$ cat src/rtl/dff_bank_arbiter.sv
// -----------------------------------------------------------------------------
// dff_bank_arbiter
//
// Arbitrates two requesters for a shared bank of D flip-flops. Each granted
// operation (LOAD, CLEAR, PRESET, READ) is applied to the bank, then the bank
// value is captured into rdata.
//
// Parameters
//   WIDTH      width of the shared flop bank
//
// Ports
//   clk        rising-edge clock
//   reset      synchronous active-low reset
//   req        request, one bit per requester
//   op0, op1   operation per requester: 00 LOAD, 01 CLEAR, 10 PRESET, 11 READ
//   wdata0/1   load data per requester
//   gnt        one-hot grant (one cycle)
//   done       one-hot completion pulse, coincident with the rdata update
//   rdata      bank value captured after the operation
//   ff_d       data to the flop bank
//   ff_reset   active-high clear to the flop bank
//   ff_preset  active-high preset to the flop bank
//   ff_q       flop bank output
//
// Configuration
//   DFF_ARB_FIXED_PRIO_EN  when defined, requester 0 always wins a tie;
//                          otherwise ties are resolved round-robin.
// -----------------------------------------------------------------------------
module dff_bank_arbiter #(
    parameter int unsigned WIDTH = 8
) (
    input  logic             clk,
    input  logic             reset,
    input  logic [1:0]       req,
    input  logic [1:0]       op0,
    input  logic [1:0]       op1,
    input  logic [WIDTH-1:0] wdata0,
    input  logic [WIDTH-1:0] wdata1,
    output logic [1:0]       gnt,
    output logic [1:0]       done,
    output logic [WIDTH-1:0] rdata,
    output logic [WIDTH-1:0] ff_d,
    output logic             ff_reset,
    output logic             ff_preset,
    input  logic [WIDTH-1:0] ff_q
);

    typedef enum logic [1:0] {StIdle, StApply, StCapture} state_e;

    localparam logic [1:0] OpLoad   = 2'b00;
    localparam logic [1:0] OpClear  = 2'b01;
    localparam logic [1:0] OpPreset = 2'b10;
    localparam logic [1:0] OpRead   = 2'b11;

    state_e           state_q, state_d;
    logic             winner_q, winner_d;
    logic [1:0]       op_q, op_d;
    logic [WIDTH-1:0] wdata_q, wdata_d;
    logic             pick;

    logic [1:0]       gnt_q, gnt_d;
    logic [1:0]       done_q, done_d;
    logic [WIDTH-1:0] rdata_q, rdata_d;
    logic [WIDTH-1:0] ff_d_q, ff_d_d;
    logic             ff_reset_q, ff_reset_d;
    logic             ff_preset_q, ff_preset_d;

`ifndef DFF_ARB_FIXED_PRIO_EN
    logic             last_winner_q, last_winner_d;
`endif

    // Winner selection among the currently active requesters.
    always_comb begin
        pick = 1'b0;
        case (req)
            2'b01:   pick = 1'b0;
            2'b10:   pick = 1'b1;
`ifdef DFF_ARB_FIXED_PRIO_EN
            2'b11:   pick = 1'b0;
`else
            2'b11:   pick = ~last_winner_q;
`endif
            default: pick = 1'b0;
        endcase
    end

    // State register (also holds the registered outputs).
    always_ff @(posedge clk) begin
        if (!reset) begin
            state_q       <= StIdle;
            winner_q      <= 1'b0;
            op_q          <= OpLoad;
            wdata_q       <= '0;
            gnt_q         <= '0;
            done_q        <= '0;
            rdata_q       <= '0;
            ff_d_q        <= '0;
            ff_reset_q    <= 1'b1;
            ff_preset_q   <= 1'b0;
`ifndef DFF_ARB_FIXED_PRIO_EN
            last_winner_q <= 1'b1;
`endif
        end else begin
            state_q       <= state_d;
            winner_q      <= winner_d;
            op_q          <= op_d;
            wdata_q       <= wdata_d;
            gnt_q         <= gnt_d;
            done_q        <= done_d;
            rdata_q       <= rdata_d;
            ff_d_q        <= ff_d_d;
            ff_reset_q    <= ff_reset_d;
            ff_preset_q   <= ff_preset_d;
`ifndef DFF_ARB_FIXED_PRIO_EN
            last_winner_q <= last_winner_d;
`endif
        end
    end

    // Next-state logic.
    always_comb begin
        state_d  = state_q;
        winner_d = winner_q;
        op_d     = op_q;
        wdata_d  = wdata_q;
`ifndef DFF_ARB_FIXED_PRIO_EN
        last_winner_d = last_winner_q;
`endif
        case (state_q)
            StIdle: begin
                if (req != 2'b00) begin
                    state_d  = StApply;
                    winner_d = pick;
                    op_d     = pick ? op1 : op0;
                    wdata_d  = pick ? wdata1 : wdata0;
                end
            end
            StApply: state_d = StCapture;
            StCapture: begin
                state_d = StIdle;
`ifndef DFF_ARB_FIXED_PRIO_EN
                last_winner_d = winner_q;
`endif
            end
            default: state_d = StIdle;
        endcase
    end

    // Output logic. The flop controls are registered on the edge that enters
    // APPLY so the bank captures them at the end of APPLY; that leaves CAPTURE
    // to sample the updated ff_q. gnt is the registered image of APPLY and
    // done the registered image of CAPTURE, so they land on consecutive cycles.
    always_comb begin
        gnt_d       = 2'b00;
        done_d      = 2'b00;
        rdata_d     = rdata_q;
        ff_d_d      = ff_d_q;
        ff_reset_d  = 1'b0;
        ff_preset_d = 1'b0;

        if (state_q == StIdle && state_d == StApply) begin
            unique case (op_d)
                OpLoad:   ff_d_d = wdata_d;
                // D follows the forced value so the bank stays put afterwards.
                OpClear: begin
                    ff_reset_d = 1'b1;
                    ff_d_d     = '0;
                end
                OpPreset: begin
                    ff_preset_d = 1'b1;
                    ff_d_d      = '1;
                end
                OpRead:   ff_d_d = ff_q;
                default:  ff_d_d = ff_d_q;
            endcase
        end

        if (state_q == StApply) begin
            gnt_d = winner_q ? 2'b10 : 2'b01;
            if (op_q == OpLoad) begin
                ff_d_d = wdata_q;
            end
        end

        if (state_q == StCapture) begin
            done_d  = winner_q ? 2'b10 : 2'b01;
            rdata_d = ff_q;
        end
    end

    assign gnt       = gnt_q;
    assign done      = done_q;
    assign rdata     = rdata_q;
    assign ff_d      = ff_d_q;
    assign ff_reset  = ff_reset_q;
    assign ff_preset = ff_preset_q;

endmodule

$ cat config.mk
export PLATFORM = sky130hd
export DESIGN_NAME = dff_bank_arbiter
export DESIGN_NICKNAME = d
export VERILOG_FILES = /design/src/rtl/dff_bank_arbiter.sv
export SDC_FILE = /design/constraint.sdc
export NUM_CORES = 1
export LEC_CHECK = 0
export CAP_MARGIN = 20
export CORE_ASPECT_RATIO = 1.5
export CORE_MARGIN = 1.5
export CORE_UTILIZATION = 44
export DETAILED_ROUTE_END_ITERATION = 8
export PLACE_DENSITY = 0.77
export SLEW_MARGIN = 0
export SYNTH_ARGS = -nofsm -noshare
export SYNTH_HDL_FRONTEND = slang
export SYNTH_SLANG_ARGS = --single-unit
$ cat constraint.sdc
create_clock -name clk -period 1.9 [get_ports clk]
set_input_delay 0.38 -clock clk [delete_from_list [all_inputs] [get_ports clk]]
set_output_delay 0.38 -clock clk [all_outputs]
set_load 0.05 [all_outputs]
==> flow_summary.ini, run 1 <==
; implementation run metrics
[synth]
ys_warn_count = 0
synth_area_sq_um = 1540
flop_cell = dfxtp_1
ys_seq_frac = 0.4679
area_leaders = dfxtp_1 47%, mux2_2 12%, nand2_1 5.1%, o221ai_1 4.5%, and2_1 4.1%
ys_seq_elements = 36
yosysUniqueCellTypes = 24
synth_top_cell_by_count = dfxtp_1
yosysTopAreaCell = dfxtp_1
ys_area_sq_um = 1540

[placed_design]
dpl.cell_count = 260
place_congestion = 0.8723
place_ws_ps = -430.6
hpwl_mm = 3.124

[floorplanning]
pin_count = 54

[cts]
htreeDepth = 2
post_cts_buffers = 0
cts_resized = 3
path_clk_slew_ps = 70
clkLatencyLatePin_ps = 290
cts_num_sinks = 36

[sta]
timing.setup.tns_ps = 0
holdWs_ps = 464.5
tightest_slew_ps = 624.9
rsz0062_at_grt = no

[pwr]
swShare = 0.3088
pwr-share-seq = 0.399
peakVddDrop_mv = 0.7676
powerClk_mw = 0.677
intPower_mw = 1.497

[global_route]
grt_usage = 0.2274
top_usage_layer = met2
antenna_found_initial = 0
grt_pass1_vias = 1396

[critical_path]
rr_endpoint = ff_d[0]
crit_family = buffers and inverters
crit_slowest_cell = clkdlybuf4s50_1
slowest_delay_ps = 810
crit_chain = clkdlybuf4s50_1

[route]
drt_iter0_drc = 29

[cells_and_area]
inv_count = 3
layout-drive-gt1-share = 0.2247
comb_area_share = 0.3489
design.seq.count = 36
diodes = 0
clkCellAreaFrac = 0.04734
fill_cells = 272

[status]
status = finished clean

[job]
maxCapViolCount = 0

[hold_path]
hp-start = rdata[6]
whs_path_depth = 2
==> run 1: logic make-up (layout without fill, tap and decap cells) <==
family	count (synthesis)	count (layout)	share of synthesized area
mux	20	20	0.1438
flops	36	36	0.4679
compound gates	37	38	0.1706
simple gates	55	55	0.1763
buf+inv	14	78	0.04143
==> run 1: flip-flops by register name, indices dropped and copies added (netlist names) <==
name and flops:
last_winner_q 1, state_q 2, wdata_q 8, op_q 2, winner_q 1, rdata 8
done 2, ff_d 8, ff_reset 1, ff_preset 1, gnt 2
==> run 1: cell usage in the layout, fill, tap and decap left out, types with 8 or more instances in the layout <==
cell              n
and2_1           10
dfxtp_1          36
buf_4            17
or3_1             9
o221ai_1          8
nand2_1          21
mux2_2           16
a22oi_1           8
a21oi_1           9
clkdlybuf4s50_1  46
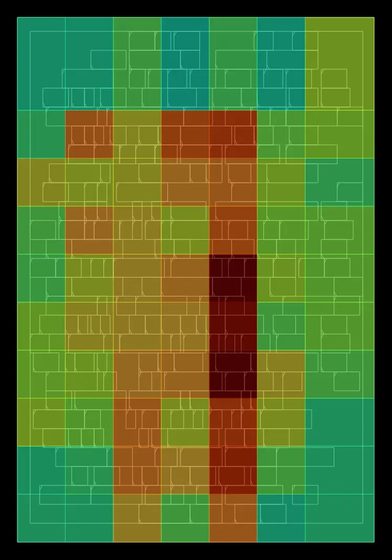
*Track usage over the die, run 1*
met1 Resource Use GR: 0.2667
met3 Usage GRT: 0.04706
Global Route met2 Usage: 0.3896

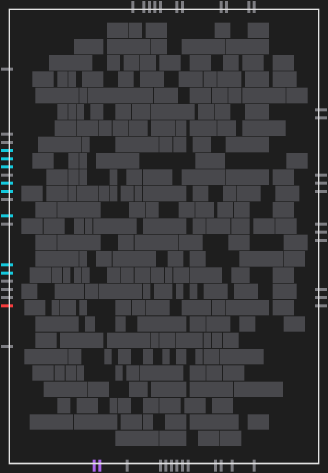
*Pin placement, run 1*
Scale: 6 px per micron. Pins as bars across the die edge, other pins in grey.
purple -> `gnt`  # pins 2, direction output, edge south
cyan -> `rdata`  # pins 8, direction output, edge west
red -> `reset`  # pins 1, direction input, edge west
DIE WIDTH: 51.31 microns
IO buf count: 53
Die H: 75.46 microns

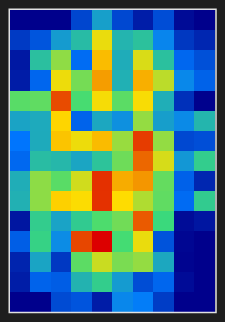
*Signal metal coverage by tile, run 1*
Scale: 4 px per micron. The die is cut into 10 by 15 equal tiles; dark blue is low, red is high, scaled to the fullest tile. Values are wire area over tile area, all layers added.
emptiest ninth of the die = south-east
fullest tile = 0.46
tiles over half the peak = 35%
nearly empty tiles = 9.3%
mean over tiles = 0.18

### The metal 3 layer, run 1

Scale: 6 px per micron.
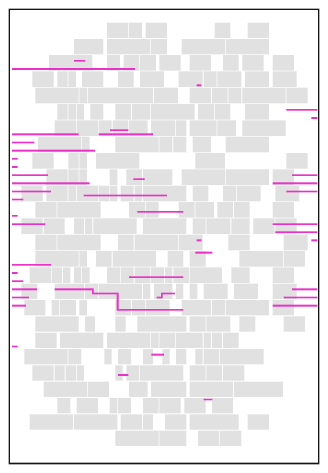

--- run 2 (diff from run 1) ---
--- a/config.mk
+++ b/config.mk
@@ -8,9 +8,10 @@
 export CAP_MARGIN = 20
 export CORE_ASPECT_RATIO = 1.5
 export CORE_MARGIN = 1.5
-export CORE_UTILIZATION = 44
+export CORE_UTILIZATION = 40
 export DETAILED_ROUTE_END_ITERATION = 8
-export PLACE_DENSITY = 0.77
+export GPL_ROUTABILITY_DRIVEN = 0
+export PLACE_DENSITY = 0.74
 export SLEW_MARGIN = 0
 export SYNTH_ARGS = -nofsm -noshare
 export SYNTH_HDL_FRONTEND = slang
==> constraint.sdc (replaced) <==
create_clock -name clk -period 1.68 [get_ports clk]
set_input_delay 0.336 -clock clk [delete_from_list [all_inputs] [get_ports clk]]
set_output_delay 0.336 -clock clk [all_outputs]
set_load 0.05 [all_outputs]
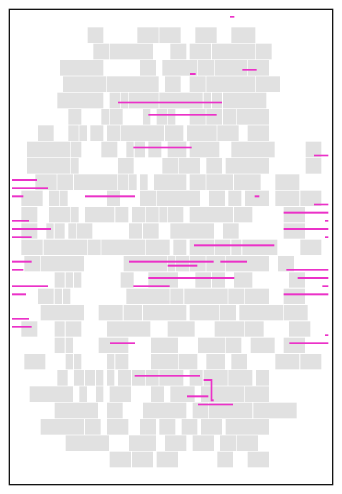
*The metal 3 layer, run 2*
Scale: 6 px per micron.
wire length on this layer = 218 microns
share of all routed wire = 4.8%
main direction = horizontal
longest straight run = 17.0 microns
Post-Route WL: 4.535 mm
DR vias: 1499

==> run 2 against run 1 <==
  * Combinational power grew 19%
  * Core utilization decreased by 4.9 points
  * Global-route usage up 0.083 points
  * Critical path depth rose by 7
  * Worst hold slack got worse by 2.3 ps
  * Clock skew about the same
  * Flip-flop count unchanged
  * Largest cell class unchanged
  * Highest routed layer unchanged
==> flow_summary.ini, run 2 <==
; implementation run metrics
[status]
status = finished clean

[job]
maxCapViolCount = 0

[global_route]
grt_usage = 0.2283
grt_pass1_vias = 1465
antenna_found_initial = 0
top_usage_layer = met2
met2_usage = 0.3902
met3_usage = 0.04135
gr-usage-met1 = 0.2578

[synth]
ys_seq_frac = 0.4679
yosysUniqueCellTypes = 24
ys_sh_adder = 0
flop_cell = dfxtp_1
netlist_logic_family_top = simple AND/OR/NAND/NOR gates
yosys.area_share.simple = 0.1763
synthXorXnorAreaFrac = 0
synth_area_sq_um = 1540
async_reset_ff_frac = 0
area_leaders = dfxtp_1 47%, mux2_2 12%, nand2_1 5.1%, o221ai_1 4.5%, and2_1 4.1%
ys_cells = 162
ys_seq_elements = 36
ys_area_sq_um = 1540
synthAoiAreaFrac = 0.1706
yosysTopAreaCell = dfxtp_1
synth_top_cell_by_count = dfxtp_1
muxShareOfSynthArea = 0.1438
ys_warn_count = 0

[route]
drt_iter0_drc = 35
ant_nets = 0
wl_met2_mm = 2.508
top_layer = met4

[pwr]
pwr-share-seq = 0.413
p_clk_frac = 0.275
powerDensity_nw_per_um2 = 999.3
intPower_mw = 1.635
p_comb_mw = 0.744
peakVddDrop_mv = 0.5875
powerClk_mw = 0.653
swShare = 0.3126

[cells_and_area]
stdcell_count = 275
lay_top_cells = 39 x buf_4, 34 x dfxtp_1, 29 x clkdlybuf4s50_1
post-route-util = 0.6463
layout-drive-gt1-share = 0.3578
lay_top_count = buf_4
diodes = 0

[floorplanning]
die_h_microns = 79
dieWidth_microns = 53.67
dieArea_sq_um = 4240
pin_count = 54

[placed_design]
dpl_cell_area_sq_um = 2150
portBuffers = 53
dpl.cell_count = 263
hpwl_mm = 2.997
place_ws_ps = -596.7

[cts]
clkLatencyLatePin_ps = 280
cts_num_sinks = 36
cts_tree = done
cts_resized = 7
path_clk_slew_ps = 70
htreeDepth = 2
post_cts_buffers = 3

[sta]
final.min_clock_period_ps = 1677
timing.setup.tns_ps = 0
holdWs_ps = 462.2
tightest_slew_ps = 441.3

[critical_path]
crit_slowest_cell = dlygate4sd2_1
slowest_delay_ps = 290
cp-end-kind = flip-flop
critPathMostFrequentCell = buf_4
crit_chain = dlygate4sd2_1 -> buf_4 -> o21a_2 -> buf_4 -> mux2i_2 -> nor2b_1 -> buf_4 -> a211oi_1
crit_family = buffers and inverters

[hold_path]
min_path_type = flip-flop to flip-flop
## run 2: netlist changes by cell type in the layout (fill, tap and decap cells not counted), sizes merged
cell / change
buf: +23
bufinv: -1
clkbuf: +2
clkdlybuf4s15: +1
clkdlybuf4s50: -17
clkinv: -1
clkinvlp: -1
dlygate4sd2: +1
dlymetal6s2s: -2
## run 2: area by class of cell
type,instances,area (sq um)
multi-input combinational,113,854.6
inverter,3,11.26
clock buffer,7,96.34
tap,43,53.80
timing repair buffer,73,638.1
fill,303,1303
sequential,36,725.7
## run 2: path summary, 6_finish.rpt
kind,startpoint,to,cells after the start
min reg2reg,rdata[4],rdata[4],2
min,rdata[4],rdata[4],2
max,req[0],ff_d[3],8
max reg2reg,last_winner_q,ff_d[2],5
Power is estimated from default activity; no workload was simulated.
